## config.mk

```make
export PLATFORM = sky130hd
export DESIGN_NAME = hpu_qpipe_credit_sink
export DESIGN_NICKNAME = d
export VERILOG_FILES = /design/src/rtl/hpu_qpipe_sink_pkg.sv /design/src/rtl/hpu_qpipe_sink_chk.sv /design/src/rtl/hpu_qpipe_sink_fifo.sv /design/src/rtl/hpu_qpipe_credit_sink.sv
export SDC_FILE = /design/constraint.sdc
export NUM_CORES = 1
export LEC_CHECK = 0
export ABC_CLOCK_PERIOD_IN_PS = 10100
export CORE_MARGIN = 2
export CORE_UTILIZATION = 40
export CTS_BUF_LIST = sky130_fd_sc_hd__clkbuf_16
export DETAILED_ROUTE_END_ITERATION = 12
export GPL_TIMING_DRIVEN = 0
export PLACE_DENSITY = 0.57
export SYNTH_ARGS = -nofsm -noshare
export SYNTH_HDL_FRONTEND = slang
export SYNTH_SLANG_ARGS = --single-unit
```

## constraint.sdc

```tcl
create_clock -name clk -period 10.1 [get_ports clk]
set_input_delay 2.525 -clock clk [delete_from_list [all_inputs] [get_ports clk]]
set_output_delay 2.525 -clock clk [all_outputs]
set_load 0.005 [all_outputs]
```

## src/rtl/hpu_qpipe_sink_pkg.sv

```systemverilog
// Shared types and helpers for the qualified-pipe credit sink.
package hpu_qpipe_sink_pkg;

  function automatic int cred_w(input int depth);
    return $clog2(depth + 1);
  endfunction

  typedef struct packed {
    logic ovf;
    logic cred;
  } sink_err_t;

endpackage

```

## src/rtl/hpu_qpipe_sink_chk.sv

```systemverilog
// Structural invariants of the credit sink, bound alongside the top level.
module hpu_qpipe_sink_chk
  import hpu_qpipe_sink_pkg::*;
#(
  parameter int DEPTH = 8
) (
  input logic                     clk,
  input logic                     a_rst_n,
  input logic [cred_w(DEPTH)-1:0] credit_cnt,
  input logic                     credit_avail,
  input logic [cred_w(DEPTH)-1:0] occupancy,
  input logic                     out_vld,
  input logic                     empty,
  input logic                     full,
  input logic                     push_ok,
  input logic                     pop
);

  localparam int CW = cred_w(DEPTH);

  a_cred_max: assert property (@(posedge clk) disable iff (!a_rst_n)
    credit_cnt <= CW'(DEPTH));

  a_occ_max: assert property (@(posedge clk) disable iff (!a_rst_n)
    occupancy <= CW'(DEPTH));

  a_avail: assert property (@(posedge clk) disable iff (!a_rst_n)
    credit_avail == (credit_cnt != CW'(0)));

  a_vld: assert property (@(posedge clk) disable iff (!a_rst_n)
    (out_vld == !empty) && (empty == (occupancy == CW'(0))));

  a_push_room: assert property (@(posedge clk) disable iff (!a_rst_n)
    push_ok |-> (!full || pop));

endmodule

```

## src/rtl/hpu_qpipe_sink_fifo.sv

```systemverilog
// DEPTH-entry FIFO with registered storage, combinational head read and an explicit occupancy counter.
module hpu_qpipe_sink_fifo
  import hpu_qpipe_sink_pkg::*;
#(
  parameter int DATA_WIDTH = 32,
  parameter int DEPTH      = 8
) (
  input  logic                      clk,
  input  logic                      a_rst_n,
  input  logic                      push,
  input  logic [DATA_WIDTH-1:0]     in_data,
  input  logic                      out_rdy,
  output logic                      out_vld,
  output logic [DATA_WIDTH-1:0]     out_data,
  output logic                      full,
  output logic                      empty,
  output logic                      push_ok,
  output logic                      pop,
  output logic [cred_w(DEPTH)-1:0]  occupancy
);

  localparam int PW = (DEPTH > 1) ? $clog2(DEPTH) : 1;
  localparam int OW = cred_w(DEPTH);

  logic [DATA_WIDTH-1:0] mem_r [DEPTH];
  logic [PW-1:0]         wr_ptr_r;
  logic [PW-1:0]         rd_ptr_r;
  logic [OW-1:0]         occ_r;

  // Explicit wrap so non-power-of-two depths work.
  function automatic logic [PW-1:0] next_ptr(input logic [PW-1:0] ptr);
    if (ptr == PW'(DEPTH - 1)) begin
      return PW'(0);
    end else begin
      return ptr + PW'(1);
    end
  endfunction

  assign empty     = (occ_r == OW'(0));
  assign full      = (occ_r == OW'(DEPTH));
  assign pop       = !empty && out_rdy;
  assign push_ok   = push && (!full || pop);
  assign out_vld   = !empty;
  assign out_data  = mem_r[rd_ptr_r];
  assign occupancy = occ_r;

  // Pointer and occupancy bookkeeping.
  always_ff @(posedge clk or negedge a_rst_n) begin
    if (!a_rst_n) begin
      wr_ptr_r <= PW'(0);
      rd_ptr_r <= PW'(0);
      occ_r    <= OW'(0);
    end else begin
      if (push_ok) begin
        wr_ptr_r <= next_ptr(wr_ptr_r);
      end
      if (pop) begin
        rd_ptr_r <= next_ptr(rd_ptr_r);
      end
      case ({push_ok, pop})
        2'b10:   occ_r <= occ_r + OW'(1);
        2'b01:   occ_r <= occ_r - OW'(1);
        default: occ_r <= occ_r;
      endcase
    end
  end

  // Payload storage; contents are meaningless until written so no reset.
  always_ff @(posedge clk) begin
    if (push_ok) begin
      mem_r[wr_ptr_r] <= in_data;
    end
  end

endmodule

```

## src/rtl/hpu_qpipe_credit_sink.sv

```systemverilog
// Credit-returning consumer for a fixed-latency qualified pipe: FIFO, credit counter and sticky errors.
module hpu_qpipe_credit_sink
  import hpu_qpipe_sink_pkg::*;
#(
  parameter int DATA_WIDTH = 32,
  parameter int DEPTH      = 8,
  parameter int PIPE_LAT   = 1
) (
  input  logic                      clk,
  input  logic                      a_rst_n,
  output logic                      credit_avail,
  input  logic                      issue,
  input  logic                      in_vld,
  input  logic [DATA_WIDTH-1:0]     in_data,
  output logic                      out_vld,
  input  logic                      out_rdy,
  output logic [DATA_WIDTH-1:0]     out_data,
  output logic [cred_w(DEPTH)-1:0]  credit_cnt,
  output logic                      err_ovf,
  output logic                      err_cred
);

  localparam int CW = cred_w(DEPTH);

  if (DEPTH < 2 || PIPE_LAT < 0) begin : g_bad_param
    $error("hpu_qpipe_credit_sink: DEPTH must be >= 2 and PIPE_LAT >= 0");
  end

  logic          full_s;
  logic          empty_s;
  logic          push_ok_s;
  logic          pop_s;
  logic [CW-1:0] occ_s;
  logic [CW-1:0] cred_nxt_s;
  logic [CW-1:0] credit_cnt_r;
  logic          credit_avail_r;
  sink_err_t     err_r;

  hpu_qpipe_sink_fifo #(
    .DATA_WIDTH (DATA_WIDTH),
    .DEPTH      (DEPTH)
  ) u_fifo (
    .clk       (clk),
    .a_rst_n   (a_rst_n),
    .push      (in_vld),
    .in_data   (in_data),
    .out_rdy   (out_rdy),
    .out_vld   (out_vld),
    .out_data  (out_data),
    .full      (full_s),
    .empty     (empty_s),
    .push_ok   (push_ok_s),
    .pop       (pop_s),
    .occupancy (occ_s)
  );

  // Next credit value: saturate at both ends, a simultaneous issue and pop cancel.
  always_comb begin
    cred_nxt_s = credit_cnt_r;
    case ({issue, pop_s})
      2'b10: begin
        if (credit_cnt_r != CW'(0)) begin
          cred_nxt_s = credit_cnt_r - CW'(1);
        end else begin
          cred_nxt_s = credit_cnt_r;
        end
      end
      2'b01: begin
        if (credit_cnt_r != CW'(DEPTH)) begin
          cred_nxt_s = credit_cnt_r + CW'(1);
        end else begin
          cred_nxt_s = credit_cnt_r;
        end
      end
      default: cred_nxt_s = credit_cnt_r;
    endcase
  end

  // Credit counter, registered availability flag and sticky error flags.
  always_ff @(posedge clk or negedge a_rst_n) begin
    if (!a_rst_n) begin
      credit_cnt_r   <= CW'(DEPTH);
      credit_avail_r <= 1'b1;
      err_r          <= '0;
    end else begin
      credit_cnt_r   <= cred_nxt_s;
      credit_avail_r <= (cred_nxt_s != CW'(0));
      err_r.ovf      <= err_r.ovf  | (in_vld & full_s & ~pop_s);
      err_r.cred     <= err_r.cred | (issue & (credit_cnt_r == CW'(0)));
    end
  end

  assign credit_cnt   = credit_cnt_r;
  assign credit_avail = credit_avail_r;
  assign err_ovf      = err_r.ovf;
  assign err_cred     = err_r.cred;

  hpu_qpipe_sink_chk #(
    .DEPTH (DEPTH)
  ) u_chk (
    .clk          (clk),
    .a_rst_n      (a_rst_n),
    .credit_cnt   (credit_cnt_r),
    .credit_avail (credit_avail_r),
    .occupancy    (occ_s),
    .out_vld      (out_vld),
    .empty        (empty_s),
    .full         (full_s),
    .push_ok      (push_ok_s),
    .pop          (pop_s)
  );

endmodule

```

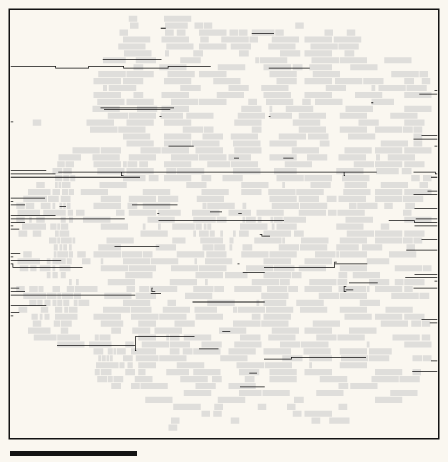
Fig. 1. The metal 3 layer (run 1).
Bar = 50 um.
main direction: horizontal
share of all routed wire: 5.2%
nets with wire on the layer: 64
longest straight run: 125 um
wire length on this layer: 1110 um

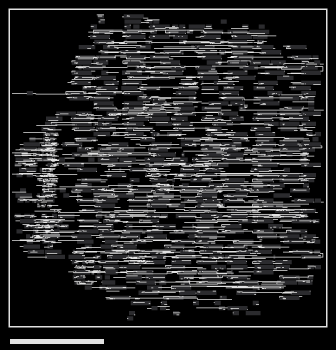
Fig. 2. Metal 1 (run 1).
Bar = 50 um.
nets with wire on the layer: 615
wire length on this layer: 8910 um
longest straight run: 49.2 um
main direction: horizontal
Routed WL: 21.18 mm
met1 Usage GRT: 19.97%
total number of vias: 5077

==> flow_summary_export.csv, run 1 <==
group,metric,value,unit
status,outcome,"finished clean",
worst_setup_path,worstSetupEndpointType,"output port",
layout,antennaDiodeCount,0,
die,chipArea,28220,um2
clock_network,cts-root-buf,"clkbuf_16",
power_and_ir_drop,power_leader,"registers",
power_and_ir_drop,pwr-share-comb,33.0,%
grt,grt_pass1_wl,32.43,mm
yosys,syn_area_per_cell,21.91,um2
die,initCoreUtil,40.36,%
place,dp_hpwl,13.31,mm
yosys,synthArstFlopShare,6.227,%
worst_setup_path,start_kind,"flop",
power_and_ir_drop,powerSeq,0.00149,W
yosys,syn_nets,539,
power_and_ir_drop,clkPwrFrac,27.1,%
sta,hold_viol,0,
routing,drt_first_pass_iters,4,
clock_network,htreeDepth,1,
grt,grt_max_degree,23,
die,die_width,168.0,um
power_and_ir_drop,swShare,27.56,%
routing,drt_iter0_drc,358,
worst_setup_path,rrSetupSlack,7220,ps
yosys,ys.flops,273,
yosys,netlist.area_leader.share,71.47,%
routing,drcViolationCount,0,
clock_network,cts.path.max_buffers,3,
layout,drive_above_1_share,28.32,%
power_and_ir_drop,p_leak,4.314,nW
layout,multiInputGateArea,2525,um2
sta,finalClockSkew,12.85,ps
layout,final_nets,658,
yosys,syn-cell-area,10760,um2
yosys,topCellsByArea,"edfxtp_1 (71%), mux4_2 (13%), mux2_2 (3.6%)",
worst_setup_path,crit_type,"reg2out",
yosys,edf_count,256,
yosys,ys_seq_share,75.44,%
grt,grt_usage,15.26,%
sta,period_minus_slack,5467,ps
power_and_ir_drop,comb_cell_power,0.00123,W
sta,fmax,182.9,MHz
power_and_ir_drop,vdd_drop_max,0.0001478,V
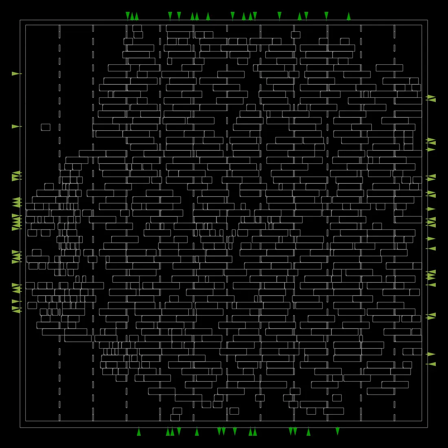
Fig. 3. Placed standard cells (run 1).
Tap Cells: 341
fill count: 2147
Seq area share: 61.90%
CORE AREA: 26650 um2
Non-Filler Instances: 973

run 1: worst max-delay path, cell delays in order (launching register included):
cell and delay, ps:
dfrtp_1 360, buf_2 270, buf_1 620, mux4_2 410, mux2_2 300, clkdlybuf4s50_1 450
run 1: stage by stage:
stage,util [%],cells
after global routing,49.20,973
after detailed placement,45.76,920
after floorplan,-,491
after global placement,44.82,908
final,49.20,973
after CTS,49.20,973
run 1: placed cells by master, fill, tap and decap left out, types with 2 or more instances in the layout:
cell               n
nor2b_1            3
nor2_4             6
a21oi_1            4
dfrtp_1           15
bufinv_16          3
clkbuf_16         29
clkinv_2           6
clkdlybuf4s50_1   76
inv_1             15
clkbuf_1           6
xor2_1             4
mux2_1             2
clkinv_4           3
nor3_2             2
nor3b_1            2
clkinv_1           5
mux2_2            34
a21o_1             3
buf_12             5
buf_2              5
dfstp_2            2
nor3_1             3
edfxtp_1         256
nand2b_1           8
ha_1              11
a31oi_1            2
o31ai_1            2
nor2_1             4
mux4_2            64
o21ai_0            6
nand2_1            9
buf_6             12
buf_1              3
run 1: flip-flops by register name, indices dropped and copies added (netlist names):
name / cells
u_fifo.rd_ptr_r: 3
u_fifo.occupancy: 4
credit_cnt: 4
credit_avail: 1
u_fifo.mem_r: 256
err_cred: 1
err_ovf: 1
u_fifo.wr_ptr_r: 3
run 1: cells in the mapped netlist (2+ instances only):
library cell    n
ha_1           11
a21o_1          3
xor2_1          4
clkbuf_1        6
o31ai_1         2
dfrtp_1        15
buf_1           3
buf_6           6
nor2b_1         3
a31oi_1         2
inv_1           8
buf_2           5
nand2b_1        8
nor3_1          5
mux2_2         34
nor3b_1         2
dfstp_2         2
nand2_1         9
mux4_2         64
mux2_1          2
a21oi_1         4
edfxtp_1      256
nor2_1         10
o21ai_0         6
run 1: final cells by class:
| type | instances | share of cell area, % |
|---|---|---|
| buffer | 21 | 1.078 |
| clock buffer | 29 | 5.535 |
| clock inverter | 24 | 1.460 |
| inverter | 8 | 0.2290 |
| multi-input combinational | 189 | 19.26 |
| sequential | 273 | 61.90 |
| tap | 341 | 3.254 |
| timing repair buffer | 88 | 7.291 |
run 1: logic make-up after synthesis:
group,synth area share (%)
compound gates,1.221
xor+xnor,0.4071
fa+ha+maj,1.279
buf+inv,1.593
flops,75.44
mux,17.26
simple gates,2.792
run 1: final timing paths:
kind	to	from	cells after the start
min in group asynchronous	u_fifo.occupancy[2]$_DFFE_PN0P_	a_rst_n	1
worst max-delay path	out_data[27]	u_fifo.rd_ptr_r[1]$_DFFE_PN0P_	5
worst max register to register	credit_avail$_DFF_PN1_	u_fifo.occupancy[0]$_DFFE_PN0P_	9
max in group asynchronous	u_fifo.wr_ptr_r[0]$_DFFE_PN0P_	a_rst_n	1
worst min register to register	err_ovf$_DFF_PN0_	err_ovf$_DFF_PN0_	1
worst min-delay path	err_ovf$_DFF_PN0_	err_ovf$_DFF_PN0_	1
run 1: metal layers:
metal | routed length, um | vias to the layer above | GRT usage, % | share of wire [%]
met4 | 330 | 0 | 3.176 | 1.6
met5 | 0 | - | 0 | 0
met2 | 10830 | 107 | 26.36 | 51
met3 | 1109 | 28 | 3.409 | 5.2
met1 | 8909 | 2677 | 19.97 | 42
li1 | - | 2265 | - | -
==> run 2, diff against run 1 <==
ABC_CLOCK_PERIOD_IN_PS = 5500   (was 10100)
clock period = 5.5 ns   (was 10.1 ns; I/O delays follow)
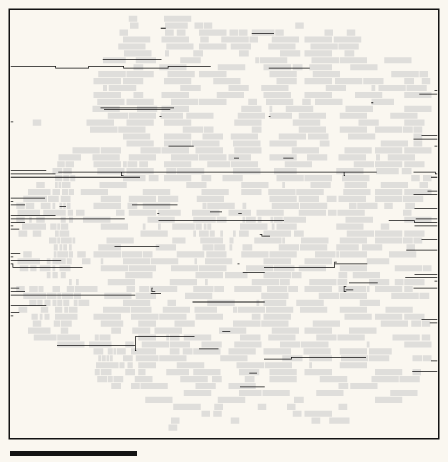
Fig. 4. The metal 3 layer (run 2).
Bar = 50 um.
longest straight run: 125 um
wire length on this layer: 1110 um
main direction: horizontal
share of all routed wire: 5.2%
GRT met3 Usage: 3.409%

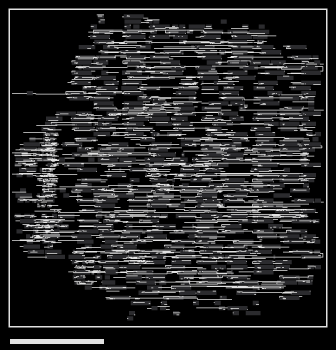
Fig. 5. Metal 1 (run 2).
Bar = 50 um.
share of all routed wire: 42%
longest straight run: 49.2 um
nets with wire on the layer: 615
main direction: horizontal
wire length on this layer: 8910 um

==> flow_summary_export.csv, run 2 <==
group,metric,value,unit
worst_setup_path,crit_chain,"buf_2, buf_1, mux4_2, mux2_2, clkdlybuf4s50_1",
worst_setup_path,rrSetupSlack,2620,ps
worst_setup_path,slowest_stage,"buf_1",
layout,antennaDiodeCount,0,
layout,layout_top_cells,"edfxtp_1 (256), clkdlybuf4s50_1 (76), mux4_2 (64)",
layout,largest_reg_flops,256,
worst_setup_path,path_max_fanout,10,
clock_network,htreeDepth,1,
layout,reg_top3,"u_fifo.mem_r x256, credit_cnt x4, u_fifo.occupancy x4",
grt,grt_max_degree,23,
worst_setup_path,worstSetupEndpointType,"output port",
routing,drt_iter0_drc,358,
worst_setup_path,start_kind,"flop",
power_and_ir_drop,p_leak,4.314,nW
yosys,most_common_cell,"edfxtp_1",
yosys,edf_count,256,
layout,final_nets,658,
yosys,ys.flops,273,
die,initCoreUtil,40.36,%
routing,wl,21.18,mm
worst_setup_path,crit_type,"reg2out",
layout,mostFrequentLayoutCell,"edfxtp_1",
grt,grt_usage,15.26,%
clock_network,hold_buffers,0,
grt,grt_pass1_wl,32.43,mm
worst_setup_path,r2r_start,"u_fifo.occupancy[0]$_DFFE_PN0P_",
die,die_width,168.0,um
layout,regMostFlops,"u_fifo.mem_r",
die,rows,60,
routing,drcViolationCount,0,
worst_setup_path,worstReg2RegEnd,"credit_avail$_DFF_PN1_",
clock_network,cts.path.max_buffers,3,
yosys,topCellsByArea,"edfxtp_1 (71%), mux4_2 (13%), mux2_2 (3.6%)",
sta,fmax,231.6,MHz
yosys,syn_area_per_cell,21.91,um2
yosys,syn_nets,539,
die,coreArea,26650,um2
sta,hold_viol,0,
yosys,netlist.area_leader.share,71.47,%
clock_network,cts-root-buf,"clkbuf_16",
layout,drive_above_1_share,28.32,%
yosys,ys.flop_type,"edfxtp_1",
hold_path,holdCritStartpoint,"err_ovf$_DFF_PN0_",
hold_path,hold_depth,1,
sta,rsz0062_at_grt,"no",
worst_setup_path,rr_worst_depth,9,
sta,period_minus_slack,4317,ps
yosys,top_cells_by_count,"edfxtp_1 (256), mux4_2 (64), mux2_2 (34), dfrtp_1 (15), ha_1 (11)",
power_and_ir_drop,vdd_drop_max,0.0002715,V
yosys,syn-cell-area,10760,um2
run,maxCapViolations,0,
routing,drt_first_pass_iters,4,
hold_path,whs_endpoint,"err_ovf$_DFF_PN0_",
sta,finalClockSkew,12.85,ps
place,dp_hpwl,13.31,mm
yosys,synthArstFlopShare,6.227,%
worst_setup_path,worst_path_largest_cell_delay,620,ps
yosys,yosys_warnings,0,
status,outcome,"finished clean",
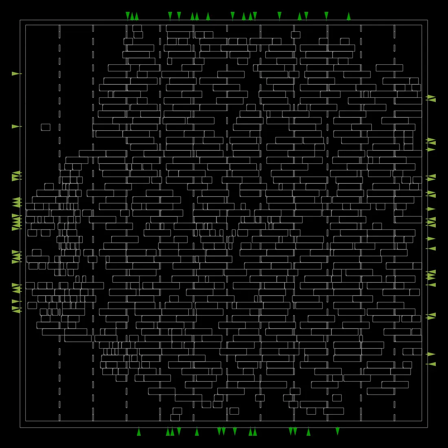
Fig. 6. Placed standard cells (run 2).
flip-flops: 273
Util after Layout: 49.20%

-- run 2: cell counts after synthesis --
No cell type changed its count.
-- run 2: layer usage --
metal  vias up  wire [um]  track usage, %
met5         -          0               0
met4         0        330           3.176
met3        28       1109           3.409
met2       107      10830           26.36
met1      2677       8909           19.97
li1       2265          -               -
-- run 2: final cells by class --
class                   instances  area, um2  share of cell area [%]
plain buffers                  21      141.4                   1.078
clock buffers                  29      725.7                   5.535
clock inverters                24      191.4                   1.460
inverters                       8      30.03                  0.2290
multi-input cells             189       2525                   19.26
flip-flops and latches        273       8115                   61.90
well taps                     341      426.7                   3.254
repair buffers                 88      955.9                   7.291
-- run 2: worst max-delay path, delay by kind of cell (launching register included) --
kind	cells	cell delay [ps]
buffers and inverters	3	1340
multiplexers	2	710
flip-flops	1	360
-- run 2: how the worst max path moves through the flow --
stage	startpoint	end	slack, ps	depth (start not counted)
global placement	out_rdy	u_fifo.mem_r[1][16]$_DFFE_PP_	-1860	5
detailed placement	out_rdy	u_fifo.mem_r[1][16]$_DFFE_PP_	1390	7
CTS	u_fifo.rd_ptr_r[1]$_DFFE_PN0P_	out_data[27]	1100	5
global route	u_fifo.rd_ptr_r[1]$_DFFE_PN0P_	out_data[20]	1040	5
floorplan	out_rdy	u_fifo.mem_r[1][0]$_DFFE_PP_	920	4
finish	u_fifo.rd_ptr_r[1]$_DFFE_PN0P_	out_data[27]	1180	5
-- run 2: kinds of logic (layout without fill, tap and decap cells) --
group	Yosys count	count (layout)	share of synthesized area [%]
compound gates	21	21	1.221
xor+xnor	5	5	0.4071
fa+ha+maj	11	11	1.279
buf+inv	29	170	1.593
flops	273	273	75.44
mux	101	101	17.26
simple gates	51	51	2.792
-- run 2: per-stage QoR --
step	setup WS (ps)	cells	hold WS, ps
2_1_floorplan	919.0	491	451.0
3_3_place_gp	-1858	908	441.5
3_5_place_dp	1392	920	448.6
4_1_cts	1097	973	465.2
5_1_grt	1036	973	487.3
6_report	1183	973	457.7
-- run 2: power by group --
part / switching [W] / total, W / internal (W)
clock: 0.000762 / 0.00186 / 0.00109
combinational: 0.00101 / 0.00226 / 0.00125
sequential: 0.000112 / 0.00273 / 0.00262
total: 0.00189 / 0.00685 / 0.00496
Power and IR drop assume default switching activity.
